**config.mk**
```make
export PLATFORM = sky130hd
export DESIGN_NAME = irq_pending_collector
export DESIGN_NICKNAME = d
export VERILOG_FILES = /design/src/rtl/irq_pkg.sv /design/src/rtl/irq_sync.sv /design/src/rtl/irq_pending_collector.sv
export SDC_FILE = /design/constraint.sdc
export NUM_CORES = 1
export LEC_CHECK = 0
export CORE_MARGIN = 5
export CORE_UTILIZATION = 41
export DETAILED_ROUTE_END_ITERATION = 7
export GPL_TIMING_DRIVEN = 1
export PLACE_DENSITY_LB_ADDON = 0.1
export RECOVER_POWER = 100
export SLEW_MARGIN = 20
export SYNTH_ARGS = -nofsm -noshare
export SYNTH_HDL_FRONTEND = slang
export SYNTH_HIERARCHICAL = 1
export SYNTH_SLANG_ARGS = --single-unit
```
**constraint.sdc**
```tcl
create_clock -name clk -period 1.43 [get_ports clk]
set_clock_uncertainty 0.1 [all_clocks]
set_input_delay 0.286 -clock clk [delete_from_list [all_inputs] [get_ports clk]]
set_output_delay 0.286 -clock clk [all_outputs]
set_load 0.02 [all_outputs]
```
**src/rtl/irq_pkg.sv**
```systemverilog
// rtl/irq_pkg.sv - shared widths, vector/code types and FSM states for the irq collector
package irq_pkg;
    localparam int IRQ_N      = 8;
    localparam int IRQ_CODE_W = 3;

    typedef logic [IRQ_N-1:0]      irq_vec_t;
    typedef logic [IRQ_CODE_W-1:0] irq_code_t;

    typedef enum logic {
        IDLE,
        OFFER
    } irq_st_t;
endpackage

```
**src/rtl/irq_sync.sv**
```systemverilog
// rtl/irq_sync.sv - multi-flop request synchroniser with one-cycle history for edge detection
module irq_sync #(
    parameter int N           = 8,
    parameter int SYNC_STAGES = 2
) (
    input  logic         clk,
    input  logic         rst,
    input  logic [N-1:0] irq_in,
    output logic [N-1:0] s,
    output logic [N-1:0] rise
);
    logic [N-1:0] sync_q [SYNC_STAGES];
    logic [N-1:0] prev_q;

    always_ff @(posedge clk or posedge rst) begin
        if (rst) begin
            for (int k = 0; k < SYNC_STAGES; k++) begin
                sync_q[k] <= '0;
            end
            prev_q <= '0;
        end else begin
            sync_q[0] <= irq_in;
            for (int k = 1; k < SYNC_STAGES; k++) begin
                sync_q[k] <= sync_q[k-1];
            end
            prev_q <= sync_q[SYNC_STAGES-1];
        end
    end

    assign s    = sync_q[SYNC_STAGES-1];
    assign rise = s & ~prev_q;
endmodule

```
**src/rtl/irq_pending_collector.sv**
```systemverilog
// rtl/irq_pending_collector.sv - sticky pending/mask front end of the priority encoder
// with a registered valid/ready request carrying the encoder's chosen index.
module irq_pending_collector
    import irq_pkg::*;
#(
    parameter int             N           = IRQ_N,
    parameter int             CODE_W      = IRQ_CODE_W,
    parameter int             SYNC_STAGES = 2,
    parameter bit             EDGE_MODE   = 1'b1,
    parameter logic [N-1:0]   MASK_RST    = '0
) (
    input  logic              clk,
    input  logic              rst,
    input  logic [N-1:0]      irq_in,
    input  logic              mask_wr,
    input  logic [N-1:0]      mask_data,
    output logic [N-1:0]      mask_q,
    output logic [N-1:0]      pending_q,
    output logic [N-1:0]      number,
    input  logic [CODE_W-1:0] code_in,
    output logic              req_valid,
    output logic [CODE_W-1:0] req_code,
    input  logic              req_ready
);
    localparam logic [N-1:0] ONE = {{(N-1){1'b0}}, 1'b1};

    logic [N-1:0]      s;
    logic [N-1:0]      rise;
    logic [N-1:0]      clr;
    logic [N-1:0]      pending_d;
    logic [N-1:0]      mask_d;
    irq_st_t           state_q, state_d;
    logic [CODE_W-1:0] req_code_q, req_code_d;
    logic              accept;

    irq_sync #(
        .N          (N),
        .SYNC_STAGES(SYNC_STAGES)
    ) u_sync (
        .clk   (clk),
        .rst   (rst),
        .irq_in(irq_in),
        .s     (s),
        .rise  (rise)
    );

    assign accept = (state_q == OFFER) && req_ready;
    assign clr    = accept ? (ONE << req_code_q) : '0;

    // Set is OR-ed in after the clear so a new event on the serviced bit survives.
    always_comb begin
        pending_d = (pending_q & ~clr) | rise;
        if (!EDGE_MODE) begin
            pending_d = s;
        end
        mask_d = mask_wr ? mask_data : mask_q;
    end

    assign number = pending_q & ~mask_q;

    always_comb begin
        state_d    = state_q;
        req_code_d = req_code_q;
        case (state_q)
            IDLE: begin
                if (|number) begin
                    req_code_d = code_in;
                    state_d    = OFFER;
                end
            end
            OFFER: begin
                if (req_ready) begin
                    state_d = IDLE;
                end
            end
            default: state_d = IDLE;
        endcase
    end

    always_ff @(posedge clk or posedge rst) begin
        if (rst) begin
            pending_q  <= '0;
            mask_q     <= MASK_RST;
            state_q    <= IDLE;
            req_code_q <= '0;
        end else begin
            pending_q  <= pending_d;
            mask_q     <= mask_d;
            state_q    <= state_d;
            req_code_q <= req_code_d;
        end
    end

    assign req_valid = (state_q == OFFER);
    assign req_code  = req_code_q;
endmodule
```
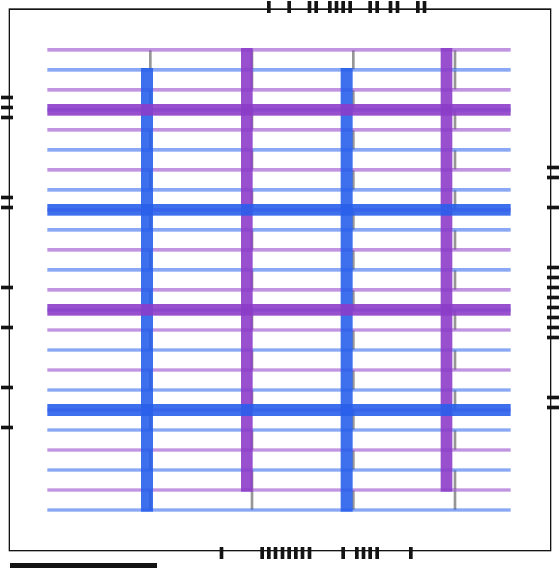
run_1/pdn.png
The bar under the picture is 20 µm long. Pins as bars on the die edge. Tap cells in gray.
color	net
blue	VSS
purple	VDD
rows	23
met5 straps	4
tap cells	50

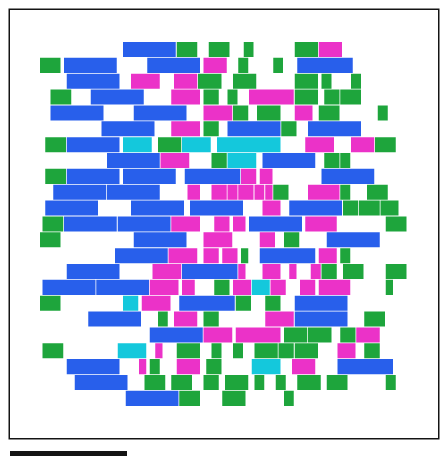
run_1/cell_classes.png
The bar under the picture is 20 µm long.
color	class	cells
cyan	clock drivers and dummy loads	8
green	other buffers and delay cells	79
magenta	all other logic	54
blue	flip-flops	44

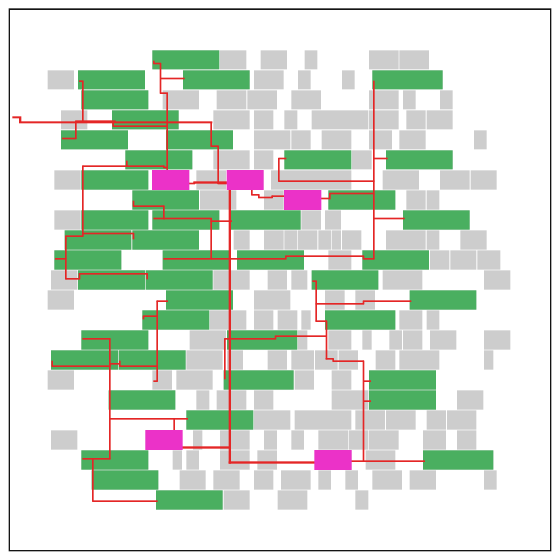
run_1/clock_map.png
[green] flip-flops | count: 44
[magenta] cells driving clock nets | count: 5
[red] clock wires | length: 486 µm
routed clock nets	6

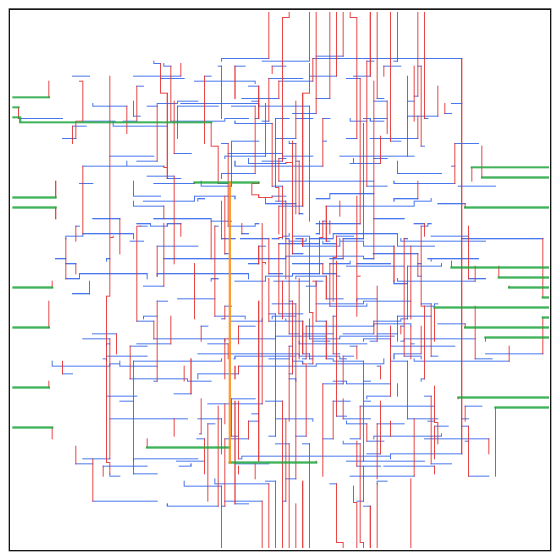
run_1/metal_stack.png
color	layer	wire length
green	met3	208 µm
orange	met4	38.1 µm
blue	met1	1,380 µm
red	met2	1,720 µm

==> qor.csv, run 1 <==
metric,value,unit
status,"complete, but fails checks",
failing checks,negative setup slack,
Setup crit end,req_code[2]$_DFFE_PP0P_,
drt total wl,3349,µm
required time of the critical path,1.51,ns
htree depth,2,
final worst slack,-0.1461,ns
Clock-cell share,0.04621,
Via density,4.460,
CTS Buffer Depth,2,
num rows,23,
Avg WL per Cell,14.25,µm
Post-CTS Repair Setup Buffers,4,
Synth-to-Final Area Change,51.06,%
Antenna Violating Nets Remaining,0,
combinational cell fraction of total power,0.260,
largest net degree at the start of global routing,25,
synth warn,6,
GRT met2 Usage,0.2254,
CP arrival,1.66,ns
Final Hold Viols,0,
Post-DP HPWL,2516,µm
Flops,44,
WHS,0.2525,ns
Levels on crit path,5,
OpenROAD warning count,29,
non-clk buf share,0.2632,
minimum clock period after layout,1.576,ns
met1 Use GR,0.1724,
worst skew pair latency,0.29,ns
most instantiated logic cells after routing,"dfrtp_1, buf_4, clkbuf_2, buf_6, nor2b_4",
Synth Instances,101,
filler cell count,310,
P_clk,0.000958,W
Int Power,0.002329,W
"setup slack, reg-to-reg",-0.15,ns
IO Count,51,
chip area,5391,µm²
clkbuf count,5,
Worst Tran Pin Value,0.5495,ns
TritonCTS buffer count,5,
# port buffers,50,
"CP delay by family, top",simple AND/OR/NAND/NOR gates,
worst r2r path cells,5,
highest routed layer,met4,
DIE WIDTH,73.42,µm
GR peak layer,met2,
Met2 Routed Length,1718,µm
unrepaired setup endpoints after global routing,yes,
final-stage net count,207,
Post-Place Cells,223,
MI comb cells,52,
Seq area share,0.4450,
first-pass GRT wire length,5582,µm
CTS root buf,clkbuf_8,
Pwr Density,1293,nW/µm²
Hold Path Depth,0,
Worst-path clk slew,0.08,ns
maximum vdd ir drop,0.9045,mV
metal1 wirelength,1384,µm
Core Region,3943,µm²
"Setup violations, final",9,
clock sinks,44,
Post-Layout Cell Count,235,
"Core Util, Final",0.6319,
Worst Hold Endpoint,u_sync/s[7]$_DFF_PP0_,
crit share post-route,1.102,
Hold Startpoint,u_sync/sync_q[15]$_DFF_PP0_,
critical-path cell list,and2b_2 > buf_6 > nor4_4 > a21oi_2 > mux2_4,
Power Sequential,0.00142,W
Lkg Pwr,1.153,nW
slew margin rel.,0.6337,
top power group,registers,
"slowest stage cell, crit path",dfrtp_2,
setup slack after placement,-0.2354,ns
most numerous logic cell after layout,dfrtp_1,
Comb group,0.000838,W
post-place instance area,2421,µm²
GPL Wtd Cong,0.7465,
Die Y,73.42,µm
highest clock rate,634.5,MHz
r2r endpoint,req_code[2]$_DFFE_PP0P_,
Switching Share,0.2769,
CTS tree,yes,
WP buf/inv,1,
Detailed Routing Iterations Pass 1,4,
clock group share of total power,0.298,
met3 wire length,208,µm
Post-CTS Hold Buffers,0,
Sequential Power Share,0.442,
grt total ovfl,0,
initial antenna violation count,0,
Crit Path Max Fanout,3,
Pins Over Slew Limit,0,
max_cap viols,0,
worst r2r src,mask_q[2]$_DFFE_PP0P_,
crit path launch,mask_q[2]$_DFFE_PP0P_,
max incr delay on CP,0.36,ns
CP Class,register to register,
startpoint class of the critical path,register,
combinational share of cell area,0.2175,
post-route cell area,2491,µm²
synthesized area,1649,µm²
Synth Area per Inst,16.33,µm²
DRT iter0 DRCs,57,
TNS Setup,-0.6782,ns
layout cell share with drive strength beyond 1,0.4811,
# diodes,0,
Resize count post-CTS,115,
FP Util,0.4183,
Total GRT Usage,0.1388,
total power,0.003220,W
grt met3 use,0.05198,
vias in the first global route,1127,
syn_nets,124,
crit end category,register,
Tapcells,50,
inverters,2,
HP Class,register to register,
Top class by area,sequential cells,
Switching Power,0.0008916,W
Reg area,1109,µm²
DRC violations left,0,
DR vias,1048,
Repair and plain buffers,79,
Logic cell area,541.8,µm²
==> inputs of run 2 (changes only) <==
--- a/config.mk
+++ b/config.mk
@@ -9,7 +9,7 @@
 export CORE_UTILIZATION = 41
 export DETAILED_ROUTE_END_ITERATION = 7
 export GPL_TIMING_DRIVEN = 1
-export PLACE_DENSITY_LB_ADDON = 0.1
+export PLACE_DENSITY = 0.74
 export RECOVER_POWER = 100
 export SLEW_MARGIN = 20
 export SYNTH_ARGS = -nofsm -noshare
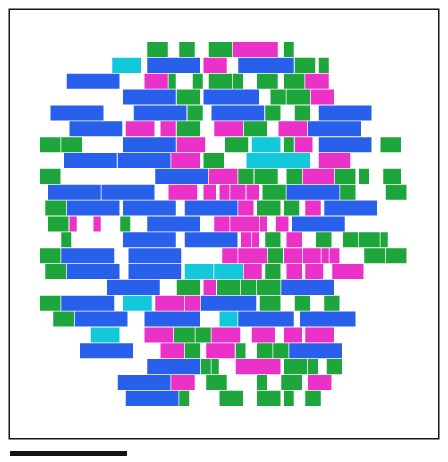
run_2/cell_classes.png
The bar under the picture is 20 µm long.
color	class	cells
blue	flip-flops	44
magenta	all other logic	54
cyan	clock drivers and dummy loads	8
green	other buffers and delay cells	81

==> qor.csv, run 2 <==
metric,value,unit
status,"complete, but fails checks",
crit share post-route,1.131,
combinational share of cell area,0.2146,
required time of the critical path,1.52,ns
drt total wl,3573,µm
Switching Share,0.2700,
post-place instance area,2429,µm²
grt met3 use,0.05062,
Switching Power,0.0008854,W
HP Class,register to register,
layout cell share with drive strength beyond 1,0.4759,
failing checks,negative setup slack,
combinational cell fraction of total power,0.268,
chip area,5391,µm²
Met2 Routed Length,1937,µm
DIE WIDTH,73.42,µm
MI comb cells,52,
Pwr Density,1299,nW/µm²
Crit Path Max Fanout,3,
GPL Wtd Cong,0.7806,
maximum vdd ir drop,0.7876,mV
Resize count post-CTS,113,
Post-DP HPWL,2695,µm
grt total ovfl,0,
total power,0.003279,W
met1 Use GR,0.1658,
Tapcells,50,
Worst-path clk slew,0.08,ns
unrepaired setup endpoints after global routing,yes,
filler cell count,281,
initial antenna violation count,0,
Reg area,1109,µm²
worst skew pair latency,0.29,ns
Pins Over Slew Limit,0,
Worst Hold Endpoint,u_sync/s[4]$_DFF_PP0_,
non-clk buf share,0.2706,
Hold Startpoint,u_sync/sync_q[12]$_DFF_PP0_,
CTS tree,yes,
Levels on crit path,5,
Comb group,0.000878,W
DRC violations left,0,
"slowest stage cell, crit path",dfrtp_1,
syn_nets,124,
Antenna Violating Nets Remaining,0,
Detailed Routing Iterations Pass 1,4,
clkbuf count,6,
Final Hold Viols,0,
Lkg Pwr,1.167,nW
"Setup violations, final",8,
Hold Path Depth,0,
IO Count,51,
final worst slack,-0.1880,ns
Total GRT Usage,0.1493,
highest clock rate,618.1,MHz
Worst Tran Pin Value,0.5476,ns
Sequential Power Share,0.435,
Core Region,3943,µm²
Logic cell area,541.8,µm²
vias in the first global route,1178,
Synth Area per Inst,16.33,µm²
final-stage net count,209,
clock group share of total power,0.297,
htree depth,2,
GRT met2 Usage,0.2522,
minimum clock period after layout,1.618,ns
"setup slack, reg-to-reg",-0.19,ns
slew margin rel.,0.6349,
WHS,0.2509,ns
clock sinks,44,
Flops,44,
num rows,23,
crit end category,register,
Setup crit end,req_code[2]$_DFFE_PP0P_,
# port buffers,50,
most instantiated logic cells after routing,"dfrtp_1, buf_4, buf_6, nor2b_4",
"Core Util, Final",0.6404,
Power Sequential,0.00143,W
DR vias,1077,
WP buf/inv,1,
Die Y,73.42,µm
TritonCTS buffer count,5,
Via density,4.544,
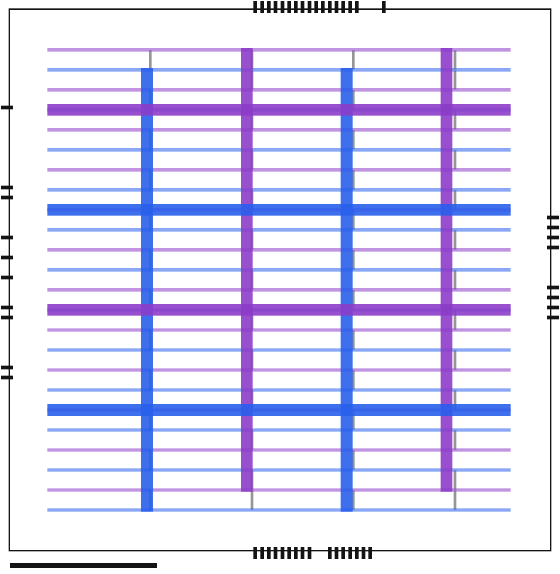
run_2/pdn.png
The bar under the picture is 20 µm long. Pins as bars on the die edge. Tap cells in gray.
color	net
purple	VDD
blue	VSS
met5 straps	4
rows	23
met1 rails	24

==> inputs of run 3 (changes only) <==
--- a/config.mk
+++ b/config.mk
@@ -8,6 +8,7 @@
 export CORE_MARGIN = 5
 export CORE_UTILIZATION = 41
 export DETAILED_ROUTE_END_ITERATION = 7
+export GPL_ROUTABILITY_DRIVEN = 0
 export GPL_TIMING_DRIVEN = 1
 export PLACE_DENSITY = 0.74
 export RECOVER_POWER = 100
@@ -16,3 +17,4 @@
 export SYNTH_HDL_FRONTEND = slang
 export SYNTH_HIERARCHICAL = 1
 export SYNTH_SLANG_ARGS = --single-unit
+export TNS_END_PERCENT = 10
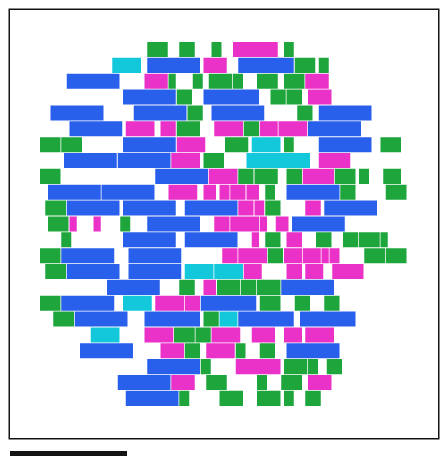
run_3/cell_classes.png
The bar under the picture is 20 µm long.
color	class	cells
blue	flip-flops	44
cyan	clock drivers and dummy loads	8
green	other buffers and delay cells	77
magenta	all other logic	54

==> qor.csv, run 3 <==
metric,value,unit
failing checks,negative setup slack,
Detailed Routing Iterations Pass 1,4,
largest net degree at the start of global routing,25,
status,"complete, but fails checks",
final-stage net count,205,
Levels on crit path,5,
# diodes,0,
Crit Path Max Fanout,3,
crit path launch,pending_q[2]$_DFF_PP0_,
Tapcells,50,
CTS Buffer Depth,2,
grt met3 use,0.05062,
minimum clock period after layout,1.631,ns
Post-Layout Cell Count,233,
startpoint class of the critical path,register,
syn_nets,124,
filler cell count,292,
CTS root buf,clkbuf_8,
unrepaired setup endpoints after global routing,yes,
Switching Share,0.2713,
Hold Startpoint,u_sync/sync_q[12]$_DFF_PP0_,
post-place instance area,2429,µm²
Antenna Violating Nets Remaining,0,
Worst Hold Endpoint,u_sync/s[4]$_DFF_PP0_,
"CP delay by family, top",simple AND/OR/NAND/NOR gates,
worst r2r src,pending_q[2]$_DFF_PP0_,
Via density,4.528,
Synth Instances,101,
layout cell share with drive strength beyond 1,0.4699,
final worst slack,-0.2010,ns
max_cap viols,0,
Reg area,1109,µm²
max incr delay on CP,0.38,ns
highest clock rate,613.1,MHz
first-pass GRT wire length,5747,µm
Int Power,0.002355,W
Die Y,73.42,µm
Post-Place Cells,224,
CP Class,register to register,
Post-DP HPWL,2695,µm
clkbuf count,6,
Synth Area per Inst,16.33,µm²
IO Count,51,
maximum vdd ir drop,0.7917,mV
Sequential Power Share,0.441,
OpenROAD warning count,29,
Pins Over Slew Limit,0,
required time of the critical path,1.52,ns
met3 wire length,204,µm
P_clk,0.000977,W
critical-path cell list,and2b_2 > buf_4 > nor4_4 > a21oi_2 > mux2_4,
"Core Util, Final",0.6258,
Clock-cell share,0.04919,
Power Sequential,0.00143,W
total power,0.003232,W
worst r2r path cells,5,
HP Class,register to register,
Pwr Density,1310,nW/µm²
GRT met2 Usage,0.2493,
top power group,registers,
DIE WIDTH,73.42,µm
non-clk buf share,0.2535,
inverters,2,
DRC violations left,0,
vias in the first global route,1173,
Seq area share,0.4493,
clock group share of total power,0.302,
WP buf/inv,1,
synth warn,6,
Final Hold Viols,0,
FP Util,0.4183,
synthesized area,1649,µm²
# port buffers,50,
htree depth,2,
Hold Path Depth,0,
Core Region,3943,µm²
chip area,5391,µm²
metal1 wirelength,1291,µm
TritonCTS buffer count,5,
met1 Use GR,0.1631,
Logic cell area,541.8,µm²
Met2 Routed Length,1899,µm
CP arrival,1.72,ns
Top class by area,sequential cells,
combinational share of cell area,0.2196,
most instantiated logic cells after routing,"dfrtp_1, buf_4, nor2b_4",
"slowest stage cell, crit path",dfrtp_1,
crit end category,register,
Repair and plain buffers,77,
setup slack after placement,-0.2557,ns
Comb group,0.000829,W
"Setup violations, final",7,
"setup slack, reg-to-reg",-0.20,ns
GR peak layer,met2,
crit share post-route,1.141,
Synth-to-Final Area Change,49.62,%
WHS,0.2509,ns
clock sinks,44,
grt total ovfl,0,
CTS tree,yes,
highest routed layer,met4,
drt total wl,3512,µm
Avg WL per Cell,15.07,µm
DR vias,1055,
MI comb cells,52,
slew margin rel.,0.6351,
num rows,23,
worst skew pair latency,0.30,ns
Post-CTS Hold Buffers,0,
Worst Tran Pin Value,0.5474,ns
Flops,44,
Setup crit end,req_code[2]$_DFFE_PP0P_,
Switching Power,0.0008768,W
Lkg Pwr,1.141,nW
Resize count post-CTS,110,
Total GRT Usage,0.1476,
Post-CTS Repair Setup Buffers,0,
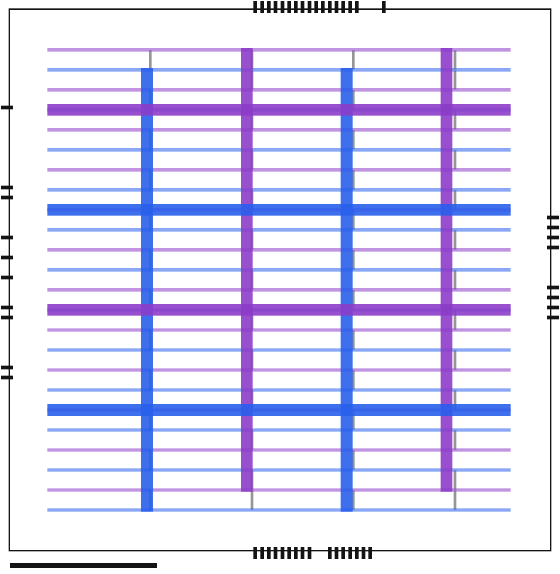
run_3/pdn.png
The bar under the picture is 20 µm long. Pins as bars on the die edge. Tap cells in gray.
color	net
blue	VSS
purple	VDD
met1 rails	24
met4 straps	4
rows	23
met5 straps	4

Power figures rest on the tool's default switching activity, not on a simulated workload.
